### src/rtl/icebus_pkg.sv
// icebus_pkg: shared constants and state types for the icebus responder.
// ICEBUS_CHECKSUM_EN selects 8-byte frames carrying a trailing XOR byte.
package icebus_pkg;

  localparam logic [7:0] SOF_REQ   = 8'h55;
  localparam logic [7:0] SOF_RSP   = 8'hAA;
  localparam logic [7:0] CMD_READ  = 8'h01;
  localparam logic [7:0] CMD_WRITE = 8'h02;

  localparam int FRAME_LEN_CHK   = 8;
  localparam int FRAME_LEN_NOCHK = 7;

`ifdef ICEBUS_CHECKSUM_EN
  localparam int FRAME_LEN = FRAME_LEN_CHK;
`else
  localparam int FRAME_LEN = FRAME_LEN_NOCHK;
`endif

  typedef enum logic [1:0] {
    ST_HUNT,
    ST_RX,
    ST_CHECK,
    ST_TX
  } state_e;

  typedef enum logic [1:0] {
    URX_IDLE,
    URX_START,
    URX_DATA,
    URX_STOP
  } urx_e;

endpackage

### src/rtl/icebus_uart.sv
// icebus_uart: byte-level 8N1 receiver and transmitter, LSB first.
// Ports: rx_i/tx_o line, rx byte strobe + framing error, tx start/rdy/busy.
module icebus_uart
  import icebus_pkg::*;
#(
  parameter int CLK_DIV = 434
) (
  input  logic       clk,
  input  logic       reset_n,
  input  logic       rx_i,
  input  logic       rx_en_i,
  output logic [7:0] rx_data_o,
  output logic       rx_valid_o,
  output logic       rx_ferr_o,
  output logic       rx_start_o,
  input  logic       tx_start_i,
  input  logic [7:0] tx_data_i,
  output logic       tx_rdy_o,
  output logic       tx_busy_o,
  output logic       tx_o
);

  localparam int CW = $clog2(CLK_DIV + 1);
  localparam logic [CW-1:0] FULL = CW'(CLK_DIV - 1);
  localparam logic [CW-1:0] HALF = CW'(CLK_DIV / 2 - 1);

  logic [1:0]    sync_q;
  logic          prev_q;
  urx_e          rst_q, rst_d;
  logic [CW-1:0] rcnt_q, rcnt_d;
  logic [2:0]    rbit_q, rbit_d;
  logic [7:0]    rsh_q, rsh_d;
  logic          val_q, val_d;
  logic          ferr_q, ferr_d;
  logic          strt_q, strt_d;
  logic          rxs;

  logic [9:0]    tsh_q;
  logic [CW-1:0] tcnt_q;
  logic [3:0]    tbit_q;
  logic          busy_q;
  logic          tx_last;

  assign rxs = sync_q[1];

  // A start needs a falling edge, so a line held low after a
  // framing error is not mistaken for a fresh start bit.
  always_comb begin
    rst_d  = rst_q;
    rcnt_d = rcnt_q + 1'b1;
    rbit_d = rbit_q;
    rsh_d  = rsh_q;
    val_d  = 1'b0;
    ferr_d = 1'b0;
    strt_d = 1'b0;
    unique case (rst_q)
      URX_IDLE: begin
        rcnt_d = '0;
        if (prev_q && !rxs) rst_d = URX_START;
      end
      URX_START: begin
        if (rcnt_q == HALF) begin
          rcnt_d = '0;
          rbit_d = '0;
          if (!rxs) begin
            rst_d  = URX_DATA;
            strt_d = 1'b1;
          end else begin
            rst_d = URX_IDLE;
          end
        end
      end
      URX_DATA: begin
        if (rcnt_q == FULL) begin
          rcnt_d = '0;
          rsh_d  = {rxs, rsh_q[7:1]};
          rbit_d = rbit_q + 1'b1;
          if (rbit_q == 3'd7) rst_d = URX_STOP;
        end
      end
      URX_STOP: begin
        if (rcnt_q == FULL) begin
          rcnt_d = '0;
          rst_d  = URX_IDLE;
          val_d  = rxs;
          ferr_d = !rxs;
        end
      end
      default: rst_d = URX_IDLE;
    endcase
    if (!rx_en_i) begin
      rst_d  = URX_IDLE;
      rcnt_d = '0;
    end
  end

  always_ff @(posedge clk or negedge reset_n) begin
    if (!reset_n) begin
      sync_q <= 2'b11;
      prev_q <= 1'b1;
      rst_q  <= URX_IDLE;
      rcnt_q <= '0;
      rbit_q <= '0;
      rsh_q  <= '0;
      val_q  <= 1'b0;
      ferr_q <= 1'b0;
      strt_q <= 1'b0;
    end else begin
      sync_q <= {sync_q[0], rx_i};
      prev_q <= rxs;
      rst_q  <= rst_d;
      rcnt_q <= rcnt_d;
      rbit_q <= rbit_d;
      rsh_q  <= rsh_d;
      val_q  <= val_d;
      ferr_q <= ferr_d;
      strt_q <= strt_d;
    end
  end

  assign rx_data_o  = rsh_q;
  assign rx_valid_o = val_q;
  assign rx_ferr_o  = ferr_q;
  assign rx_start_o = strt_q;

  // Ready also in the final stop-bit cycle: bytes go out back-to-back.
  assign tx_last  = busy_q && (tbit_q == 4'd9) && (tcnt_q == FULL);
  assign tx_rdy_o = !busy_q || tx_last;

  always_ff @(posedge clk or negedge reset_n) begin
    if (!reset_n) begin
      tsh_q  <= '1;
      tcnt_q <= '0;
      tbit_q <= '0;
      busy_q <= 1'b0;
    end else if (tx_start_i && tx_rdy_o) begin
      tsh_q  <= {1'b1, tx_data_i, 1'b0};
      tcnt_q <= '0;
      tbit_q <= '0;
      busy_q <= 1'b1;
    end else if (busy_q) begin
      if (tcnt_q == FULL) begin
        tcnt_q <= '0;
        tsh_q  <= {1'b1, tsh_q[9:1]};
        tbit_q <= tbit_q + 1'b1;
        if (tbit_q == 4'd9) busy_q <= 1'b0;
      end else begin
        tcnt_q <= tcnt_q + 1'b1;
      end
    end
  end

  assign tx_busy_o = busy_q;
  assign tx_o      = tsh_q[0];

endmodule

### src/rtl/icebus_responder.sv
// icebus_responder: UART command node answering READ/WRITE frames.
// Ports: clk, reset_n, rx/tx, current_average in, setpoint out, err_count.
// Define ICEBUS_CHECKSUM_EN for 8-byte frames with an XOR check byte.
module icebus_responder
  import icebus_pkg::*;
#(
  parameter logic [7:0] NODE_ID = 8'h06,
  parameter int         CLK_DIV = 434,
  parameter int         TIMEOUT = 20000
) (
  input  logic        clk,
  input  logic        reset_n,
  input  logic        rx,
  output logic        tx,
  input  logic [31:0] current_average,
  output logic [31:0] setpoint,
  output logic        setpoint_valid,
  output logic [7:0]  err_count
);

  localparam logic [3:0] FL   = 4'(FRAME_LEN);
  localparam logic [3:0] LAST = 4'(FRAME_LEN - 1);

  state_e      state_q, state_d;
  logic [3:0]  idx_q;
  logic [7:0]  rb_q [1:FRAME_LEN-1];
  logic [31:0] tmo_q;
  logic [7:0]  rsp_cmd_q;
  logic [31:0] rsp_pl_q;
  logic [31:0] sp_q;
  logic        spv_q;
  logic [7:0]  err_q;

  logic [7:0]  rx_data;
  logic        rx_valid, rx_ferr, rx_start;
  logic        tx_go, tx_rdy, tx_busy;
  logic [7:0]  tx_byte, rsp_byte;
  logic        err_inc, sp_load;
  logic        id_ok, cmd_ok, chk_ok, rsp_ok;
  logic        tmo_hit, last_rx, tx_done;
  logic [7:0]  f_cmd;
  logic [31:0] f_dat;

  icebus_uart #(.CLK_DIV(CLK_DIV)) u_uart (
    .clk        (clk),
    .reset_n    (reset_n),
    .rx_i       (rx),
    .rx_en_i    (state_q != ST_TX),
    .rx_data_o  (rx_data),
    .rx_valid_o (rx_valid),
    .rx_ferr_o  (rx_ferr),
    .rx_start_o (rx_start),
    .tx_start_i (tx_go),
    .tx_data_i  (tx_byte),
    .tx_rdy_o   (tx_rdy),
    .tx_busy_o  (tx_busy),
    .tx_o       (tx)
  );

  assign f_cmd  = rb_q[2];
  assign f_dat  = {rb_q[3], rb_q[4], rb_q[5], rb_q[6]};
  assign id_ok  = rb_q[1] == NODE_ID;
  assign cmd_ok = (f_cmd == CMD_READ) || (f_cmd == CMD_WRITE);

`ifdef ICEBUS_CHECKSUM_EN
  logic [7:0] rsp_chk;
  assign chk_ok = (SOF_REQ ^ rb_q[1] ^ rb_q[2] ^ rb_q[3] ^ rb_q[4]
                   ^ rb_q[5] ^ rb_q[6]) == rb_q[7];
  assign rsp_chk = SOF_RSP ^ NODE_ID ^ rsp_cmd_q ^ rsp_pl_q[31:24]
                 ^ rsp_pl_q[23:16] ^ rsp_pl_q[15:8] ^ rsp_pl_q[7:0];
`else
  assign chk_ok = 1'b1;
`endif

  assign rsp_ok  = id_ok && cmd_ok && chk_ok;
  assign tmo_hit = tmo_q >= 32'(TIMEOUT);
  assign last_rx = rx_valid && (idx_q == LAST);
  assign tx_done = (idx_q == FL) && !tx_busy;

  always_ff @(posedge clk or negedge reset_n) begin
    if (!reset_n) state_q <= ST_HUNT;
    else          state_q <= state_d;
  end

  always_comb begin
    state_d = state_q;
    unique case (state_q)
      ST_HUNT:
        if (rx_valid && rx_data == SOF_REQ) state_d = ST_RX;
      ST_RX:
        if (rx_ferr || tmo_hit) state_d = ST_HUNT;
        else if (last_rx)       state_d = ST_CHECK;
      ST_CHECK:
        state_d = rsp_ok ? ST_TX : ST_HUNT;
      ST_TX:
        if (tx_done) state_d = ST_HUNT;
      default:
        state_d = ST_HUNT;
    endcase
  end

  always_comb begin
    rsp_byte = SOF_RSP;
    case (idx_q[2:0])
      3'd1:    rsp_byte = NODE_ID;
      3'd2:    rsp_byte = rsp_cmd_q;
      3'd3:    rsp_byte = rsp_pl_q[31:24];
      3'd4:    rsp_byte = rsp_pl_q[23:16];
      3'd5:    rsp_byte = rsp_pl_q[15:8];
      3'd6:    rsp_byte = rsp_pl_q[7:0];
`ifdef ICEBUS_CHECKSUM_EN
      3'd7:    rsp_byte = rsp_chk;
`endif
      default: rsp_byte = SOF_RSP;
    endcase
  end

  // A framing error and a timeout in the same cycle count once.
  always_comb begin
    tx_go   = 1'b0;
    tx_byte = SOF_RSP;
    err_inc = 1'b0;
    sp_load = 1'b0;
    unique case (state_q)
      ST_HUNT:  err_inc = rx_ferr;
      ST_RX:    err_inc = rx_ferr || tmo_hit;
      ST_CHECK: begin
        unique case (1'b1)
          !id_ok:           err_inc = rx_ferr;
          id_ok && !rsp_ok: err_inc = 1'b1;
          rsp_ok: begin
            err_inc = rx_ferr;
            tx_go   = 1'b1;
            sp_load = f_cmd == CMD_WRITE;
          end
          default: ;
        endcase
      end
      ST_TX: begin
        tx_go   = tx_rdy && (idx_q < FL);
        tx_byte = rsp_byte;
      end
      default: ;
    endcase
  end

  always_ff @(posedge clk or negedge reset_n) begin
    if (!reset_n) begin
      idx_q     <= '0;
      tmo_q     <= '0;
      rsp_cmd_q <= '0;
      rsp_pl_q  <= '0;
      sp_q      <= '0;
      spv_q     <= 1'b0;
      err_q     <= '0;
    end else begin
      spv_q <= sp_load;
      if (sp_load) sp_q <= f_dat;
      if (err_inc && err_q != 8'hFF) err_q <= err_q + 1'b1;
      if (state_q == ST_RX && !rx_start) tmo_q <= tmo_q + 32'd1;
      else                               tmo_q <= '0;
      unique case (state_q)
        ST_HUNT:  idx_q <= 4'd1;
        ST_RX:    if (rx_valid) idx_q <= idx_q + 1'b1;
        ST_CHECK: begin
          idx_q     <= 4'd1;
          rsp_cmd_q <= f_cmd;
          rsp_pl_q  <= (f_cmd == CMD_READ) ? current_average : f_dat;
        end
        ST_TX:    if (tx_go) idx_q <= idx_q + 1'b1;
        default:  idx_q <= 4'd1;
      endcase
    end
  end

  always_ff @(posedge clk) begin
    if (state_q == ST_RX && rx_valid) rb_q[idx_q[2:0]] <= rx_data;
  end

  assign setpoint       = sp_q;
  assign setpoint_valid = spv_q;
  assign err_count      = err_q;

endmodule

### config.mk
export PLATFORM = sky130hd
export DESIGN_NAME = icebus_responder
export DESIGN_NICKNAME = d
export VERILOG_FILES = /design/src/rtl/icebus_pkg.sv /design/src/rtl/icebus_uart.sv /design/src/rtl/icebus_responder.sv
export SDC_FILE = /design/constraint.sdc
export NUM_CORES = 1
export LEC_CHECK = 0
export CORE_ASPECT_RATIO = 1.5
export CORE_MARGIN = 1.5
export CORE_UTILIZATION = 50
export CTS_BUF_LIST = sky130_fd_sc_hd__clkbuf_4
export DETAILED_ROUTE_END_ITERATION = 10
export PLACE_DENSITY = 0.78
export SLEW_MARGIN = 5
export SYNTH_ARGS = -nofsm -noshare
export SYNTH_HDL_FRONTEND = slang
export SYNTH_SLANG_ARGS = --single-unit
### constraint.sdc
create_clock -name clk -period 3.4 [get_ports clk]
set_clock_uncertainty 0.1 [all_clocks]
set_input_delay 1.02 -clock clk [delete_from_list [all_inputs] [get_ports clk]]
set_output_delay 1.02 -clock clk [all_outputs]
set_load 0.01 [all_outputs]
==> impl_metrics.yaml, run 1 <==
# synthesis and place-and-route metrics
power:
  p_sw_uw: 1190
  p_per_area_nw_per_um2: 458
  p_seq_share_pct: 51.9
  total_power_uw: 5250
  power_frac_comb_pct: 5.1
sta:
  fin_crit_sh_pct: 82.6
  tightest_slew_ns: 1.17
  setup_viol: 0
worst_setup_path:
  path_buffers: 1
  crit_path_top_delay_cell: "dfstp_2"
  cp-start-kind: "register"
  critical_path.cell_chain: "clkdlybuf4s50_1"
  end_kind: "output port"
global_routing:
  antenna_found_initial: 1
  grt_pass1_vias: 6897
synthesis:
  edf_count: 48
  async_flop_share_pct: 78.0
  synthCells: 826
  ys_dominant_reg_cell: "dfrtp_1"
  synth_top_cell_by_count: "dfrtp_1"
  syn-cell-area_um2: 9650
  top_cells_by_count: "dfrtp_1, nand2_1, o21ai_0"
cells_and_area:
  num-nonclk-inverters: 21
  comb-cell-share_pct: 32.5
  diodes: 2
  seq_area_um2: 5710
  clk_share_pct: 6.42
run:
  drv_cap: 0
clock_network:
  htree_levels: 2
  clk_pin_slew_worst_paths_ns: 0.07
  cts_max_path_buffers: 3
  worst_skew_pair.late_latency_ns: 0.65
placed_design:
  post_dp_cell_area_um2: 10700
  gp_congestion: 0.920
hold_path:
  hp-class: "register to register"
run_status:
  status: "finished clean"
detailed_routing:
  via_per_inst: 5.44
floorplanning:
  coreArea_um2: 19000
==> run 1: worst reg2reg max path, delay by kind of cell, from the launching register on <==
family,cells,cell delay [ns]
AND/OR/NAND/NOR,2,0.69
AND-OR/OR-AND,4,1.29
flip-flops,1,0.52
==> run 1: layer usage <==
layer	up-vias	share of wire, %	global-route usage [%]
met4	0	4.2	11.0
met3	52	3.7	4.28
met5	-	0	0
met1	3311	37	25.0
met2	169	55	39.0
li1	3224	-	-
==> run 1: cells by family after synthesis <==
family	count (synthesis)	synth area share (%)
flip-flops	218	59.2
adder cells (fa/ha/maj)	22	2.85
multiplexers	83	9.24
AND/OR/NAND/NOR	276	14.4
buffers and inverters	53	2.33
AND-OR/OR-AND	133	8.30
XOR/XNOR	41	3.72
==> run 1: through the flow <==
stage | std cells | utilization (%) | hold slack (ns)
floorplan | 826 | - | 0.245
detailed placement | 1140 | 56.4 | 0.247
global placement | 1140 | 56.4 | 0.247
CTS | 1239 | 60.2 | 0.263
finish | 1241 | 60.3 | 0.259
global route | 1241 | 60.3 | 0.264
==> run 1: power by group through the flow <==
| stage | Combinational (µW) | Clock (µW) | Sequential (µW) |
|---|---|---|---|
| finish | 265 | 2260 | 2720 |
| global route | 302 | 2470 | 2730 |
| CTS | 271 | 2330 | 2720 |
| detailed placement | 271 | 0 | 2770 |
| global placement | 261 | 0 | 2770 |
| floorplan | 139 | 0 | 2760 |
==> run 1: sequential cells by signal (all words and copies together) (netlist names), 2 cells and up <==
register,cells
idx_q,4
u_uart.rst_q,2
rb_q,48
u_uart.tbit_q,4
tmo_q,32
u_uart.rcnt_q,9
setpoint,32
u_uart.tsh_q,9
err_count,8
u_uart.sync_q,2
u_uart.rbit_q,3
u_uart.tcnt_q,9
state_q,2
rsp_cmd_q,8
rsp_pl_q,32
u_uart.rx_data_o,8
==> run 1: layout by cell type (no fill, tap or decap), drive strengths merged, types with 4 or more instances in the layout <==
| cell | netlist | final |
|---|---|---|
| nor3 | 10 | 10 |
| mux2i | 34 | 34 |
| or4b | 4 | 4 |
| and3 | 19 | 19 |
| dfstp | 12 | 12 |
| nor2 | 58 | 58 |
| nor4 | 10 | 10 |
| xnor2 | 16 | 16 |
| nand2 | 95 | 95 |
| clkbuf | 23 | 90 |
| a211oi | 4 | 4 |
| a222oi | 6 | 6 |
| ha | 22 | 22 |
| clkdlybuf4s50 | 0 | 75 |
| o21ai | 73 | 73 |
| a21oi | 26 | 26 |
| clkinv | 0 | 7 |
| edfxtp | 48 | 48 |
| nand3 | 28 | 28 |
| or3 | 7 | 7 |
| o22ai | 4 | 4 |
| nand4 | 15 | 15 |
| inv | 21 | 22 |
| dfrtp | 158 | 158 |
| nand2b | 10 | 10 |
| buf | 9 | 15 |
| mux2 | 49 | 49 |
| xor2 | 25 | 25 |
==> run 1: path summary, 6_finish.rpt <==
path,start,endpoint,slack [ns]
worst max register to register,state_q[0],u_uart.tbit_q[3],0.67
max in group asynchronous,reset_n,rsp_pl_q[16],2.08
worst min-delay path,u_uart.sync_q[0],u_uart.sync_q[1],0.26
worst max-delay path,u_uart.tsh_q[0],tx,0.59
worst min register to register,u_uart.sync_q[0],u_uart.sync_q[1],0.26
min in group asynchronous,reset_n,setpoint[2],0.32
Fig. 1: run 1, wire density map
Scale: 2 px per µm. The die is cut into 23 by 35 equal tiles; dark purple is low, yellow is high, scaled to the fullest tile. Values are wire area over tile area, all layers added.
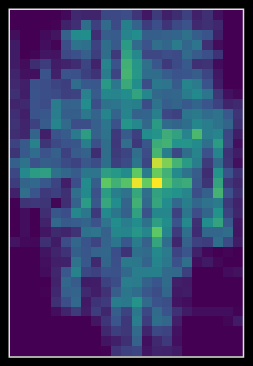
densest ninth of the die	center
fullest tile	0.71
mean over tiles	0.17

Fig. 2: run 1, power grid
Scale: 3 px per µm. Pins as bars on the die edge.
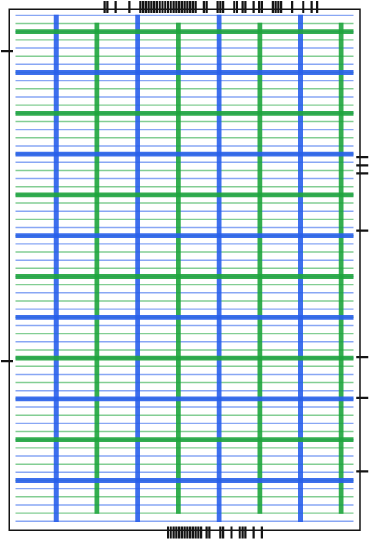
color	net
blue	VSS
green	VDD
rows	62
met1 rails	63
met4 straps	8
met5 straps	12
signal pins	77

Fig. 3: run 1, placement view
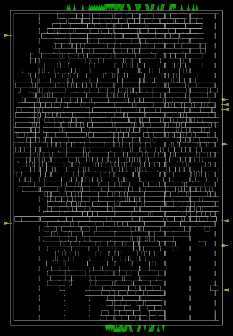
non-filler instance count after layout: 1241
well tap count: 256
registers: 218
fill cell count: 1500
# rows: 62

Fig. 4: run 1, sizing map
Scale: 1.5 px per µm.
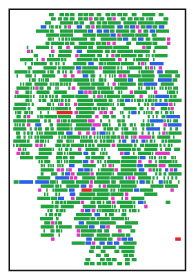

--- run 2 (diff from run 1) ---
--- a/config.mk
+++ b/config.mk
@@ -10,7 +10,7 @@
 export CORE_UTILIZATION = 50
 export CTS_BUF_LIST = sky130_fd_sc_hd__clkbuf_4
 export DETAILED_ROUTE_END_ITERATION = 10
-export PLACE_DENSITY = 0.78
+export PLACE_DENSITY = 0.81
 export SLEW_MARGIN = 5
 export SYNTH_ARGS = -nofsm -noshare
 export SYNTH_HDL_FRONTEND = slang
==> constraint.sdc (replaced) <==
create_clock -name clk -period 2.5 [get_ports clk]
set_clock_uncertainty 0.1 [all_clocks]
set_input_delay 0.75 -clock clk [delete_from_list [all_inputs] [get_ports clk]]
set_output_delay 0.75 -clock clk [all_outputs]
set_load 0.01 [all_outputs]
Fig. 5: run 2, sizing map
Scale: 1.5 px per µm.
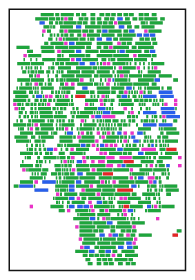
color	size	cells
green	drive 1 or less	804
magenta	drive 3 to 4	120
red	drive 6 and up	7
blue	drive 2	77

==> run 2 against run 1 <==
  * Utilization increased by 1.1 points
  * Total power increased by 33%
  * Flip-flop count unchanged
  * Non-clock buffer count increased by 26
  * Highest routed layer unchanged
  * Via count increased by 2.1%
  * Largest cell class unchanged
==> impl_metrics.yaml, run 2 <==
# synthesis and place-and-route metrics
run_status:
  status: "finished clean"
synthesis:
  edf_count: 48
  ys_dominant_reg_cell: "dfrtp_1"
  syn-cell-area_um2: 9650
  async_flop_share_pct: 78.0
  synthCells: 826
  ys_seq_share_pct: 59.2
cells_and_area:
  final_cell_mix: "dfrtp_1, nand2_1, clkbuf_4"
  final_common_cell: "dfrtp_1"
floorplanning:
  row_count: 62
run:
  drv_cap: 0
worst_setup_path:
  rrSetupSlack_ns: 0.09
  crit_fanout: 2
  crit_path_top_delay_cell: "clkdlybuf4s50_1"
  timing.rr.end: "setpoint[27]"
  cp-endpoint: "setpoint[14]"
  rr_startpoint: "rb_q[1][3]"
  cp-startpoint: "setpoint[14]"
  end_kind: "output port"
  path_buffers: 1
clock_network:
  htree_levels: 2
  cts_max_path_buffers: 3
  worst_skew_pair.late_latency_ns: 0.67
  clk_pin_slew_worst_paths_ns: 0.06
sta:
  hold_ws_ns: 0.258
  tightest_slew_ns: 0.675
  setup_viol: 0
  fin_crit_sh_pct: 97.3
detailed_routing:
  via_per_inst: 5.45
placed_design:
  placedCellCount: 1162
  gp_congestion: 0.925
global_routing:
  grt_pass1_vias: 7157
hold_path:
  hp-class: "register to register"
Fig. 6: run 2, placement view
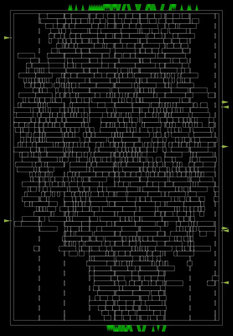
fin util: 61.4%
fill cell count: 1447
fraction of area in registers: 48.9%

==> run 2: cell counts after synthesis <==
Identical to the previous run, type by type.
==> run 2: logic make-up (layout without fill, tap and decap cells) <==
kind of cell             Yosys count  count (layout)  synth area share, %
XOR/XNOR                          41              41                 3.72
AND-OR/OR-AND                    133             133                 8.30
multiplexers                      83              83                 9.24
AND/OR/NAND/NOR                  276             276                 14.4
buffers and inverters             53             235                 2.33
flip-flops                       218             218                 59.2
adder cells (fa/ha/maj)           22              22                 2.85
other                              0               1                    0
==> run 2: layout make-up <==
class                           instances  share of cell area (%)
Tap cell                              256                    2.74
Antenna cell                            1                  0.0214
Clock buffer                           78                    5.02
Multi-Input combinational cell        555                    32.1
Inverter                               21                   0.675
Clock inverter                         20                   0.901
Sequential cell                       218                    48.9
Timing Repair Buffer                  116                    9.61
==> run 2: through the flow <==
| step | setup TNS, ns | total power [µW] |
|---|---|---|
| after floorplan | 0 | 3950 |
| after global placement | 0 | 4130 |
| after detailed placement | 0 | 4140 |
| after CTS | 0 | 7100 |
| after global routing | -0.0589 | 7310 |
| final | 0 | 7000 |
==> run 2: worst min-delay path by stage <==
| stage | to | slack, ns | depth (start not counted) |
|---|---|---|---|
| floorplan | u_uart.sync_q[1] | 0.25 | 0 |
| global placement | u_uart.sync_q[1] | 0.25 | 0 |
| detailed placement | u_uart.sync_q[1] | 0.25 | 0 |
| CTS | u_uart.sync_q[1] | 0.26 | 0 |
| global route | u_uart.sync_q[1] | 0.26 | 0 |
| finish | u_uart.sync_q[1] | 0.26 | 0 |
==> run 2: metal layers <==
metal | part of all wire [%] | wire length [µm] | global-route usage, %
met3 | 3.6 | 779 | 3.89
met5 | 0 | 0 | 0
met2 | 53 | 11600 | 39.9
met4 | 7.1 | 1540 | 15.3
met1 | 36 | 7950 | 24.5
==> run 2: timing repair <==
| item | in CTS | in global routing |
|---|---|---|
| hold buffers | 1 | 0 |
| endpoints found under the hold margin | 47 | 0 |
| gates cloned | 0 | 1 |
| resized | 8 | 15 |
| pin swaps | 0 | 2 |
| setup buffers | 1 | 1 |
| endpoints found under the setup margin | 9 | 22 |
==> run 2: power breakdown <==
part / internal (µW) / switching [µW]
Sequential: 3660 / 42.7
Clock: 1540 / 1400
Combinational: 151 / 214
Total: 5350 / 1660
No activity file was given, so power comes from the tool's default toggle rates.
